Figure 1. Logic cells by family (run 1).
(3 px per um)
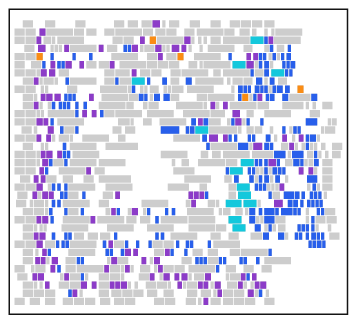
Figure 2. Pin placement (run 1).
(3 px per um) Pins as bars across the die edge, other pins in grey.
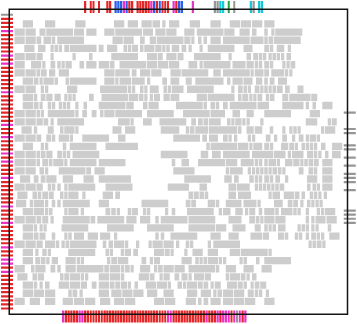
Figure 3. Wiring by layer (run 1).
(2 px per um) Only two layers are drawn.
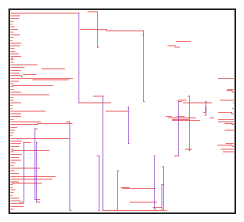
File: config.mk
export PLATFORM = sky130hd
export DESIGN_NAME = uart_fifo_arbiter_flat
export DESIGN_NICKNAME = d
export VERILOG_FILES = /design/src/rtl/uart_fifo_arbiter_if.sv /design/src/rtl/uart_fifo_arbiter.sv /design/src/flat_wrapper.sv
export SDC_FILE = /design/constraint.sdc
export NUM_CORES = 1
export LEC_CHECK = 0
export ABC_AREA = 1
export CORE_ASPECT_RATIO = 0.9
export CORE_UTILIZATION = 38
export CTS_CLUSTER_DIAMETER = 60
export CTS_CLUSTER_SIZE = 16
export DETAILED_ROUTE_END_ITERATION = 6
export GPL_ROUTABILITY_DRIVEN = 1
export GPL_TIMING_DRIVEN = 1
export PLACE_DENSITY = 0.81
export SLEW_MARGIN = 20
export SYNTH_ARGS = -nofsm -noshare
export SYNTH_HDL_FRONTEND = slang
export SYNTH_SLANG_ARGS = --single-unit
File: constraint.sdc
create_clock -name clk -period 2.8 [get_ports clk]
set_input_delay 0.42 -clock clk [delete_from_list [all_inputs] [get_ports clk]]
set_output_delay 0.42 -clock clk [all_outputs]
set_load 0.02 [all_outputs]
File: src/rtl/uart_fifo_arbiter_if.sv
// Requester-side bus of the UART transmit FIFO write arbiter.
//   req      : per-requester word valid
//   req_data : requester i's word occupies bits [i*WIDTH +: WIDTH]
//   lock     : per-requester burst-lock request, qualified with req
//   gnt      : one-hot accept returned by the arbiter (combinational)
// The requesters drive through the master modport; the arbiter uses slave.
interface uart_fifo_arbiter_if #(
    parameter int WIDTH = 32,
    parameter int NREQ  = 4
);
    logic [NREQ-1:0]       req;
    logic [NREQ*WIDTH-1:0] req_data;
    logic [NREQ-1:0]       lock;
    logic [NREQ-1:0]       gnt;

    modport master (output req, output req_data, output lock, input gnt);
    modport slave  (input req, input req_data, input lock, output gnt);
endinterface

File: src/rtl/uart_fifo_arbiter.sv
// Round-robin write arbiter and occupancy tracker in front of the UART TX FIFO.
// Grants at most one requester word per cycle, forwards it to the FIFO through
// registered write/data, tracks FIFO occupancy from read-side pops, and holds
// a locked burst owner so multi-word messages are not interleaved.
// Ports:
//   clk, reset    : rising-edge clock, asynchronous active-low reset
//   req_if        : requester bus (req, req_data, lock in; gnt out)
//   overwrite_en  : 1 = accept while full (FIFO drops oldest), 0 = stall
//   fifo_pop      : one pulse per word removed by the FIFO read side
//   fifo_write    : registered write strobe, fifo_data: registered word
//   count/full/empty : accepted-not-popped words incl. in-flight write
//   ovf_cnt       : saturating count of overwrite accepts
//   locked/owner  : burst lock active and its owner
module uart_fifo_arbiter #(
    parameter int WIDTH     = 32,
    parameter int NREQ      = 4,
    parameter int DEPTH     = 16,
    parameter int MAX_BURST = 8
) (
    input  logic                    clk,
    input  logic                    reset,
    uart_fifo_arbiter_if.slave      req_if,
    input  logic                    overwrite_en,
    input  logic                    fifo_pop,
    output logic                    fifo_write,
    output logic [WIDTH-1:0]        fifo_data,
    output logic [$clog2(DEPTH):0]  count,
    output logic                    full,
    output logic                    empty,
    output logic [7:0]              ovf_cnt,
    output logic                    locked,
    output logic [$clog2(NREQ)-1:0] owner
);
    localparam int PW = $clog2(NREQ);
    localparam int CW = $clog2(DEPTH) + 1;
    localparam int BW = $clog2(MAX_BURST + 1);
    localparam logic [CW-1:0] DEPTH_C = CW'(DEPTH);

    typedef enum logic [0:0] {ST_ARB = 1'b0, ST_LOCKED = 1'b1} state_e;

    state_e            state_q, state_d;
    logic [PW-1:0]     rr_ptr_q, rr_ptr_d;
    logic [PW-1:0]     owner_q, owner_d;
    logic [BW-1:0]     burst_q, burst_d;
    logic              fifo_write_q, fifo_write_d;
    logic [WIDTH-1:0]  fifo_data_q, fifo_data_d;
    logic [CW-1:0]     count_q, count_d;
    logic              full_q, full_d;
    logic              empty_q, empty_d;
    logic [7:0]        ovf_q, ovf_d;

    logic [NREQ-1:0]   gnt_s;
    logic [PW-1:0]     gnt_idx_s;
    logic              space_s;
    logic              lock_hold_s;
    logic              accept_s;
    logic              pop_ok_s;

    // Grant decision: locked owner only, otherwise circular search from rr_ptr.
    always_comb begin : grant_logic
        logic          found_v;
        logic [PW-1:0] idx_v;
        found_v     = 1'b0;
        idx_v       = {PW{1'b0}};
        gnt_s       = {NREQ{1'b0}};
        gnt_idx_s   = {PW{1'b0}};
        space_s     = !full_q || overwrite_en;
        // The lock survives only while the owner keeps both req and lock high;
        // otherwise this very cycle is arbitrated normally. rr_ptr already
        // equals owner+1 throughout a burst.
        lock_hold_s = (state_q == ST_LOCKED) && req_if.req[owner_q] && req_if.lock[owner_q];
        if (!space_s) begin
            gnt_s = {NREQ{1'b0}};
        end else if (lock_hold_s) begin
            gnt_s[owner_q] = 1'b1;
            gnt_idx_s      = owner_q;
        end else begin
            for (int k = 0; k < NREQ; k++) begin
                idx_v = PW'((int'(rr_ptr_q) + k) % NREQ);
                if (!found_v && req_if.req[idx_v]) begin
                    found_v          = 1'b1;
                    gnt_s[idx_v]     = 1'b1;
                    gnt_idx_s        = idx_v;
                end else begin
                    found_v = found_v;
                end
            end
        end
    end

    assign req_if.gnt = gnt_s;
    assign accept_s   = |gnt_s;
    // Subtracting the in-flight write keeps a pop of an empty FIFO from
    // cancelling a word that has not reached the FIFO yet.
    assign pop_ok_s   = fifo_pop && (count_q > CW'(fifo_write_q));

    // Next-state: write path, round-robin pointer, lock FSM, occupancy.
    always_comb begin : next_state
        state_d      = state_q;
        rr_ptr_d     = rr_ptr_q;
        owner_d      = owner_q;
        burst_d      = burst_q;
        fifo_write_d = accept_s;
        fifo_data_d  = fifo_data_q;
        count_d      = count_q;
        ovf_d        = ovf_q;

        if (accept_s) begin
            fifo_data_d = req_if.req_data[gnt_idx_s*WIDTH +: WIDTH];
            rr_ptr_d    = (gnt_idx_s == PW'(NREQ - 1)) ? {PW{1'b0}} : gnt_idx_s + PW'(1);
        end else begin
            fifo_data_d = fifo_data_q;
        end

        if (lock_hold_s) begin
            if (!accept_s) begin
                state_d = ST_LOCKED;
            end else if (burst_q == BW'(MAX_BURST - 1)) begin
                state_d = ST_ARB;
                burst_d = {BW{1'b0}};
            end else begin
                burst_d = burst_q + BW'(1);
            end
        end else if (accept_s && req_if.lock[gnt_idx_s] && (MAX_BURST > 1)) begin
            state_d = ST_LOCKED;
            owner_d = gnt_idx_s;
            burst_d = BW'(1);
        end else begin
            state_d = ST_ARB;
            burst_d = {BW{1'b0}};
        end

        if (accept_s && !pop_ok_s) begin
            if (full_q) begin
                // Overwrite: the FIFO drops its oldest entry, occupancy stays full.
                ovf_d = (ovf_q == 8'hFF) ? ovf_q : ovf_q + 8'd1;
            end else begin
                count_d = count_q + CW'(1);
            end
        end else if (!accept_s && pop_ok_s) begin
            count_d = count_q - CW'(1);
        end else begin
            count_d = count_q;
        end

        full_d  = (count_d == DEPTH_C);
        empty_d = (count_d == {CW{1'b0}});
    end

    // State and output registers.
    always_ff @(posedge clk or negedge reset) begin
        if (!reset) begin
            state_q      <= ST_ARB;
            rr_ptr_q     <= {PW{1'b0}};
            owner_q      <= {PW{1'b0}};
            burst_q      <= {BW{1'b0}};
            fifo_write_q <= 1'b0;
            fifo_data_q  <= {WIDTH{1'b0}};
            count_q      <= {CW{1'b0}};
            full_q       <= 1'b0;
            empty_q      <= 1'b1;
            ovf_q        <= 8'd0;
        end else begin
            state_q      <= state_d;
            rr_ptr_q     <= rr_ptr_d;
            owner_q      <= owner_d;
            burst_q      <= burst_d;
            fifo_write_q <= fifo_write_d;
            fifo_data_q  <= fifo_data_d;
            count_q      <= count_d;
            full_q       <= full_d;
            empty_q      <= empty_d;
            ovf_q        <= ovf_d;
        end
    end

    assign fifo_write = fifo_write_q;
    assign fifo_data  = fifo_data_q;
    assign count      = count_q;
    assign full       = full_q;
    assign empty      = empty_q;
    assign ovf_cnt    = ovf_q;
    assign locked     = (state_q == ST_LOCKED);
    assign owner      = owner_q;
endmodule

File: src/flat_wrapper.sv
// flat-port wrapper written by rule: the top's interface ports become plain ports
module uart_fifo_arbiter_flat 
#(
    parameter int WIDTH     = 32,
    parameter int NREQ      = 4,
    parameter int DEPTH     = 16,
    parameter int MAX_BURST = 8
)
  (clk, reset, overwrite_en, fifo_pop, fifo_write, fifo_data, count, full, empty, ovf_cnt, locked, owner, req_if_req, req_if_req_data, req_if_lock, req_if_gnt);
  uart_fifo_arbiter_if #(.WIDTH(WIDTH), .NREQ(NREQ)) req_if_i ();
  input  logic clk;
  input  logic reset;
  input  logic overwrite_en;
  input  logic fifo_pop;
  output logic fifo_write;
  output logic [WIDTH-1:0] fifo_data;
  output logic [$clog2(DEPTH):0] count;
  output logic full;
  output logic empty;
  output logic [7:0] ovf_cnt;
  output logic locked;
  output logic [$clog2(NREQ)-1:0] owner;
  input wire logic [$bits(req_if_i.req)-1:0] req_if_req;
  input wire logic [$bits(req_if_i.req_data)-1:0] req_if_req_data;
  input wire logic [$bits(req_if_i.lock)-1:0] req_if_lock;
  output wire logic [$bits(req_if_i.gnt)-1:0] req_if_gnt;
  assign req_if_i.req = req_if_req;
  assign req_if_i.req_data = req_if_req_data;
  assign req_if_i.lock = req_if_lock;
  assign req_if_gnt = req_if_i.gnt;
  uart_fifo_arbiter #(.WIDTH(WIDTH), .NREQ(NREQ), .DEPTH(DEPTH), .MAX_BURST(MAX_BURST)) u_core (.clk(clk), .reset(reset), .req_if(req_if_i), .overwrite_en(overwrite_en), .fifo_pop(fifo_pop), .fifo_write(fifo_write), .fifo_data(fifo_data), .count(count), .full(full), .empty(empty), .ovf_cnt(ovf_cnt), .locked(locked), .owner(owner));
endmodule
==> impl_metrics.env, run 1 <==
# source this file to load flow results
export IMPL_drt_drc_violations_left=4
export IMPL_hold_viol=0
export IMPL_dominant_delay_contributor_by_cell_family_on_the_critical_path="buffers and inverters"
export IMPL_logic_family="simple AND/OR/NAND/NOR gates"
export IMPL_num_antenna_cells=0
export IMPL_place_gp_congestion=0.913
export IMPL_fin_setup_tns_ns=0
export IMPL_nClkBuffers=11
export IMPL_final_max_slew_viols=0
export IMPL_cp_start_kind="flip-flop"
export IMPL_synthAoiAreaFrac_pct=16.1
export IMPL_nNonClkBuffers=220
export IMPL_synth_mux_area_fraction_pct=0.813
export IMPL_yosys_stat_seqShare_pct=34.4
export IMPL_clock_skew_final_ns=0.00811
export IMPL_placement_row_count=35
export IMPL_yosys_area_share_adder_pct=3.91
export IMPL_die_width_um=112
export IMPL_worstSkewPairLatency_ns=0.32
export IMPL_finalInstanceArea_um2=6700
export IMPL_global_route_wire_length_before_repair_mm=22.4
export IMPL_fmax_mhz=381
export IMPL_synth_avg_cell_area_um2=6.77
export IMPL_cts_repair_timing_setup_buffer_count=0
export IMPL_detailed_place_area_um2=6350
export IMPL_max_capacitance_violation_count=0
export IMPL_worst_endpoint_arrival_ns=2.20
export IMPL_postCtsResizedCells=5
export IMPL_proportion_of_layout_cells_with_a_drive_suffix_above_1_pct=10.9
export IMPL_run_status="finished, violations left"
export IMPL_yosysMostFrequentCell="nand2_1"
export IMPL_rsz_0062_raised_after_global_routing="yes"
export IMPL_ff_latch_area_um2=1430
export IMPL_worstPathBufferInverterCount=5
export IMPL_setup_viol=0
export IMPL_setup_ws_ns=0.178
export IMPL_dominant_register_cell="dfrtp_1"
export IMPL_most_numerous_logic_cell_after_layout="clkdlybuf4s50_1"
export IMPL_synth_area_yosys_um2=4160
export IMPL_ys_warn_count=0
export IMPL_worstSetupPathType="flip-flop to output pin"
export IMPL_violations_in_the_final_reports="design-rule violations"
export IMPL_finish_net_count=968
export IMPL_numSynthFlops=57
export IMPL_final_core_utilization_pct=64.3
export IMPL_synth_lib_cells_used_distinct=35
export IMPL_final_comb_area_um2=2440
export IMPL_dr_wl_met3_um=841
About Figure 1:
| colour | family | cells |
|---|---|---|
| cyan | adder and majority cells | 13 |
| blue | NAND gates | 227 |
| orange | AND and OR gates | 5 |
| purple | inverting AOI/OAI gates | 121 |

About Figure 2:
| colour | port | pins | direction | edge |
|---|---|---|---|---|
| magenta | `fifo_data` | 32 | output | 15 left, 13 bottom, 4 top |
| cyan | `count` | 5 | output | top |
| red | `req_if_req_data` | 128 | input | 57 left, 53 bottom, 18 top |
| blue | `ovf_cnt` | 8 | output | top |
| green | `fifo_pop` | 1 | input | top |
all pins by edge: 73 left, 67 bottom, 40 top, 15 right

About Figure 3:
| colour | layer | wire length |
|---|---|---|
| purple | met4 | 479 um |
| red | met3 | 842 um |

[run 1: worst paths after layout]
path / from / end / slack (ns) / cells after the start
max in group asynchronous: reset / u_core.rr_ptr_q[0]$_DFFE_PN0N_ / 1.88 / 2
hold reg to reg: u_core.fifo_data[15]$_DFFE_PN0N_ / u_core.fifo_data[15]$_DFFE_PN0N_ / 0.48 / 2
min in group clk: u_core.fifo_data[15]$_DFFE_PN0N_ / u_core.fifo_data[15]$_DFFE_PN0N_ / 0.48 / 2
hold / removal: reset / u_core.count[2]$_DFF_PN0_ / 0.06 / 1
setup / recovery: u_core.rr_ptr_q[1]$_DFFE_PN0N_ / req_if_gnt[3] / 0.18 / 12
setup reg to reg: u_core.rr_ptr_q[1]$_DFFE_PN0N_ / u_core.fifo_data[22]$_DFFE_PN0N_ / 0.24 / 16
==> run 2, diff against run 1 <==
- GPL_TIMING_DRIVEN: 1 -> unset
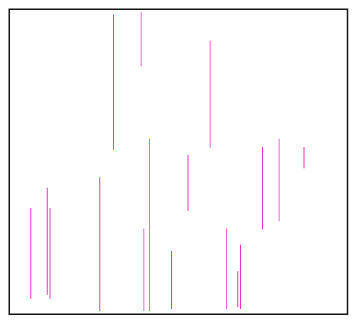
Figure 4: run 2, metal 4.
(3 px per um)
main direction: vertical
share of all routed wire: 3.4%

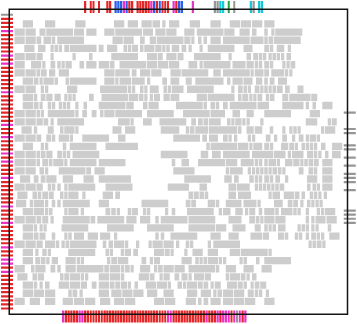
Figure 5: run 2, pin placement.
(3 px per um) Pins as bars across the die edge, other pins in grey.
| colour | port | pins | direction | edge |
|---|---|---|---|---|
| cyan | `count` | 5 | output | top |
| red | `req_if_req_data` | 128 | input | 57 left, 53 bottom, 18 top |
| magenta | `fifo_data` | 32 | output | 15 left, 13 bottom, 4 top |
| green | `fifo_pop` | 1 | input | top |
| blue | `ovf_cnt` | 8 | output | top |

==> run 2 against run 1 <==
The flow still finishes with violations (design-rule violations). Final area is the same. Global-route usage is the same. Sequential cell count stayed put. Wire length is the same. First-iteration DRC count unchanged. Non-clock buffer count is the same. Critical path type unchanged. Largest cell class unchanged.
==> impl_metrics.env, run 2 <==
# source this file to load flow results
export IMPL_final_max_slew_viols=0
export IMPL_synth_lib_cells_used_distinct=35
export IMPL_run_status="finished, violations left"
export IMPL_ys_warn_count=0
export IMPL_yosys_stat_seqShare_pct=34.4
export IMPL_yosysMostFrequentCell="nand2_1"
export IMPL_drt_drc_violations_left=4
export IMPL_postCtsResizedCells=5
export IMPL_clock_skew_final_ns=0.00811
export IMPL_path_depth=12
export IMPL_capturing_element_of_the_worst_setup_path="req_if_gnt[3]"
export IMPL_synth_area_yosys_um2=4160
export IMPL_synth_mux_area_fraction_pct=0.813
export IMPL_cts_repair_timing_setup_buffer_count=0
export IMPL_max_capacitance_violation_count=0
export IMPL_worstSetupPathType="flip-flop to output pin"
export IMPL_worst_endpoint_arrival_ns=2.20
export IMPL_yosys_area_share_adder_pct=3.91
export IMPL_cp_start_kind="flip-flop"
export IMPL_synth_avg_cell_area_um2=6.77
export IMPL_global_route_wire_length_before_repair_mm=22.4
export IMPL_worstPathBufferInverterCount=5
export IMPL_crit_reg2reg_capture="u_core.fifo_data[22]$_DFFE_PN0N_"
export IMPL_finish_net_count=968
export IMPL_numSynthFlops=57
export IMPL_fin_setup_tns_ns=0
export IMPL_finalInstanceArea_um2=6700
export IMPL_hold_viol=0
export IMPL_synthAoiAreaFrac_pct=16.1
export IMPL_most_numerous_logic_cell_after_layout="clkdlybuf4s50_1"
export IMPL_dominant_register_cell="dfrtp_1"
export IMPL_detailed_place_area_um2=6350
export IMPL_setup_viol=0
export IMPL_r2r_slack_ns=0.24
export IMPL_num_antenna_cells=0
export IMPL_final_core_utilization_pct=64.3
export IMPL_proportion_of_layout_cells_with_a_drive_suffix_above_1_pct=10.9
export IMPL_violations_in_the_final_reports="design-rule violations"
export IMPL_dr_wl_met3_um=841
export IMPL_place_gp_congestion=0.913
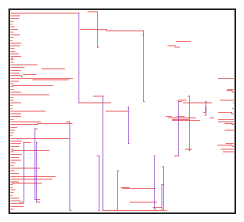
Figure 6: run 2, wiring by layer.
(2 px per um) Only two layers are drawn.
| colour | layer | wire length |
|---|---|---|
| red | met3 | 842 um |
| purple | met4 | 479 um |

## run 2: cell counts in the layout (fill, tap and decap cells not counted)
No cell type changed its count.
## run 2: area by class of cell
type | instances | area [um^2] | share of cell area, %
Multi-Input combinational cell | 483 | 2440 | 36.4
Sequential cell | 57 | 1430 | 21.3
Clock inverter | 5 | 77.6 | 1.16
Inverter | 44 | 165 | 2.46
Tap cell | 129 | 161 | 2.41
Clock buffer | 11 | 253 | 3.77
Timing Repair Buffer | 220 | 2180 | 32.5
## run 2: through the flow
| step | setup slack, ns | std cells |
|---|---|---|
| global route | -0.0135 | 949 |
| CTS | 0.0597 | 949 |
| detailed placement | -0.0422 | 933 |
| global placement | -0.00659 | 933 |
| floorplan | 0.286 | 614 |
| finish | 0.178 | 949 |
==> run 3, diff against run 2 <==
- ABC_AREA: 1 -> unset
- CORE_MARGIN: unset -> 8
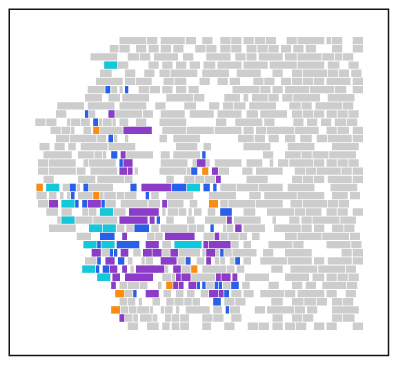
Figure 7: run 3, logic cells by family.
(3 px per um)
| colour | family | cells |
|---|---|---|
| purple | inverting AOI/OAI gates | 52 |
| cyan | adder and majority cells | 13 |
| orange | AND and OR gates | 9 |
| blue | NAND gates | 45 |

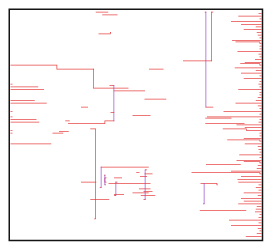
Figure 8: run 3, wiring by layer.
(2 px per um) Only two layers are drawn.
| colour | layer | wire length |
|---|---|---|
| red | met3 | 1020 um |
| purple | met4 | 191 um |

==> run 3 against run 2 <==
The run ends with negative setup slack left. Synthesized cell count is 42% lower. Maximum frequency down 14%. Clock-buffer cell count did not move. Worst hold slack better by 0.20 ns. Final area grew 10%. Highest routed layer unchanged. Clock skew is 0.0015 ns higher. Setup slack worse by 0.41 ns. Wire length rose by 15%.
==> impl_metrics.env, run 3 <==
# source this file to load flow results
export IMPL_cts_hold_buf=0
export IMPL_worstPathBufferInverterCount=2
export IMPL_yosys_area_share_adder_pct=3.94
export IMPL_groute_layer_met2_usage_pct=39.3
export IMPL_setup_ws_ns=-0.231
export IMPL_rsz_0062_raised_after_global_routing="yes"
export IMPL_grt_busiest_layer="met2"
export IMPL_post_place_ws_ns=-0.579
export IMPL_finish_net_count=759
export IMPL_instances_no_fill=744
export IMPL_dp_cells=713
export IMPL_global_route_wire_length_before_repair_mm=24.2
export IMPL_clkTransAtPathRegs_ns=0.06
export IMPL_worst_endpoint_arrival_ns=3.21
export IMPL_proportion_of_layout_cells_with_a_drive_suffix_above_1_pct=30.3
export IMPL_dr_wl_met3_mm=1.02
export IMPL_number_of_cells_on_the_worst_reg_to_reg_path=11
export IMPL_htree_num_levels=3
export IMPL_ys_warn_count=0
export IMPL_wl_met2_mm=8.52
export IMPL_antenna_found_initial=0
export IMPL_worstSetupPathType="flip-flop to flip-flop"
export IMPL_cts_repair_timing_setup_buffer_count=7
export IMPL_synth_area_yosys_um2=4130
export IMPL_synth_top_cell_by_area="dfrtp_1"
export IMPL_finalInstanceArea_um2=7380
export IMPL_placement_row_count=36
export IMPL_logic_family="multiplexers"
export IMPL_highest_signal_layer="met4"
export IMPL_post_route_period_util_pct=108
export IMPL_detailedRoute_firstIterationViolations=270
export IMPL_final_max_slew_viols=0
export IMPL_final_core_utilization_pct=68.8
export IMPL_capturing_element_of_the_worst_setup_path="u_core.full$_DFF_PN0_"
export IMPL_fin_worst_hold_slack_ns=0.259
export IMPL_synthCells=356
export IMPL_place_detailed_hpwl_mm=12.2
export IMPL_async_reset_ff_share_pct=100
export IMPL_synth_simple_gate_area_share_pct=11.9
export IMPL_synth_lib_cells_used_distinct=65
export IMPL_crit_fanout=8
export IMPL_core_area_um2=10700
export IMPL_path_depth=11
export IMPL_run_status="finished, violations left"
export IMPL_fin_setup_tns_ns=-5.84
export IMPL_port_buffers=194
export IMPL_r2r_slack_ns=-0.23
export IMPL_synth_mux_area_fraction_pct=31.3
export IMPL_detailed_place_area_um2=6730
export IMPL_globalRoute_totalOverflow=0
export IMPL_slowest_stage="dfrtp_1"
export IMPL_timing_rr_start="u_core.rr_ptr_q[0]$_DFFE_PN0N_"
export IMPL_most_numerous_logic_cell_after_layout="clkdlybuf4s50_1"
export IMPL_postCtsResizedCells=49
export IMPL_place_gp_congestion=0.936
export IMPL_hold_viol=0
export IMPL_dominant_register_cell="dfrtp_1"
export IMPL_layout_top_cells_excl_fill_tap="clkdlybuf4s50_1, dfrtp_1, buf_4, mux4_2, nand2_1"
export IMPL_fmax_mhz=330
export IMPL_largest_net_degree_at_the_start_of_global_routing=58
export IMPL_count_of_fill_cells_added_during_filler_insertion=763
export IMPL_cp_start_kind="flip-flop"
export IMPL_largest_incremental_delay_on_the_critical_path_ns=0.44
export IMPL_clockBufferDepth=2
export IMPL_violations_in_the_final_reports="negative setup slack"
export IMPL_synth_avg_cell_area_um2=11.6
export IMPL_dominant_delay_contributor_by_cell_family_on_the_critical_path="multiplexers"
export IMPL_netlist_top_cells_count="dfrtp_1, mux4_2, mux2_1"
export IMPL_setup_viol=54
export IMPL_synthesis_nets=509
export IMPL_num_antenna_cells=0
export IMPL_synthAoiAreaFrac_pct=10.5
export IMPL_crit_start="u_core.rr_ptr_q[0]$_DFFE_PN0N_"
export IMPL_core_utilization_before_placement_pct=38.5
export IMPL_post_synth_instance_area_um2=4130
export IMPL_yosysMostFrequentCell="dfrtp_1"
export IMPL_die_width_um=126
export IMPL_crit_required_ns=2.98
export IMPL_max_capacitance_violation_count=0
export IMPL_crit_reg2reg_capture="u_core.full$_DFF_PN0_"
export IMPL_drt_drc_violations_left=0
export IMPL_tritoncts="yes"
export IMPL_openroad_warnings=37
export IMPL_yosys_stat_seqShare_pct=34.6
export IMPL_die_area_um2=14500
export IMPL_synthTopCellsByArea="dfrtp_1, mux4_2, mux2_1"
export IMPL_numSynthFlops=57
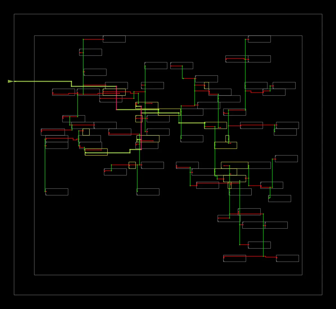
Figure 9: run 3, the clock network.
setup skew after layout: 0.00963 ns
clock sink total: 57
latest clock arrival within the worst-skew pair: 0.32 ns
clock buffer count in the final layout: 11
Inserted Clock Buffers: 9

==> run 3: kinds of logic after synthesis <==
group                    Yosys count
AND/OR/NAND/NOR                   92
multiplexers                      80
AND-OR/OR-AND                     59
flip-flops                        57
buffers and inverters             42
XOR/XNOR                          13
adder cells (fa/ha/maj)           13
==> run 3: area by class of cell <==
type | count | area (um^2) | area share (%)
clock inverters | 5 | 57.6 | 0.780
clock buffers | 11 | 233 | 3.16
inverters | 18 | 71.3 | 0.967
flip-flops and latches | 57 | 1430 | 19.4
multi-input cells | 257 | 2850 | 38.6
well taps | 133 | 166 | 2.26
repair buffers | 263 | 2570 | 34.9
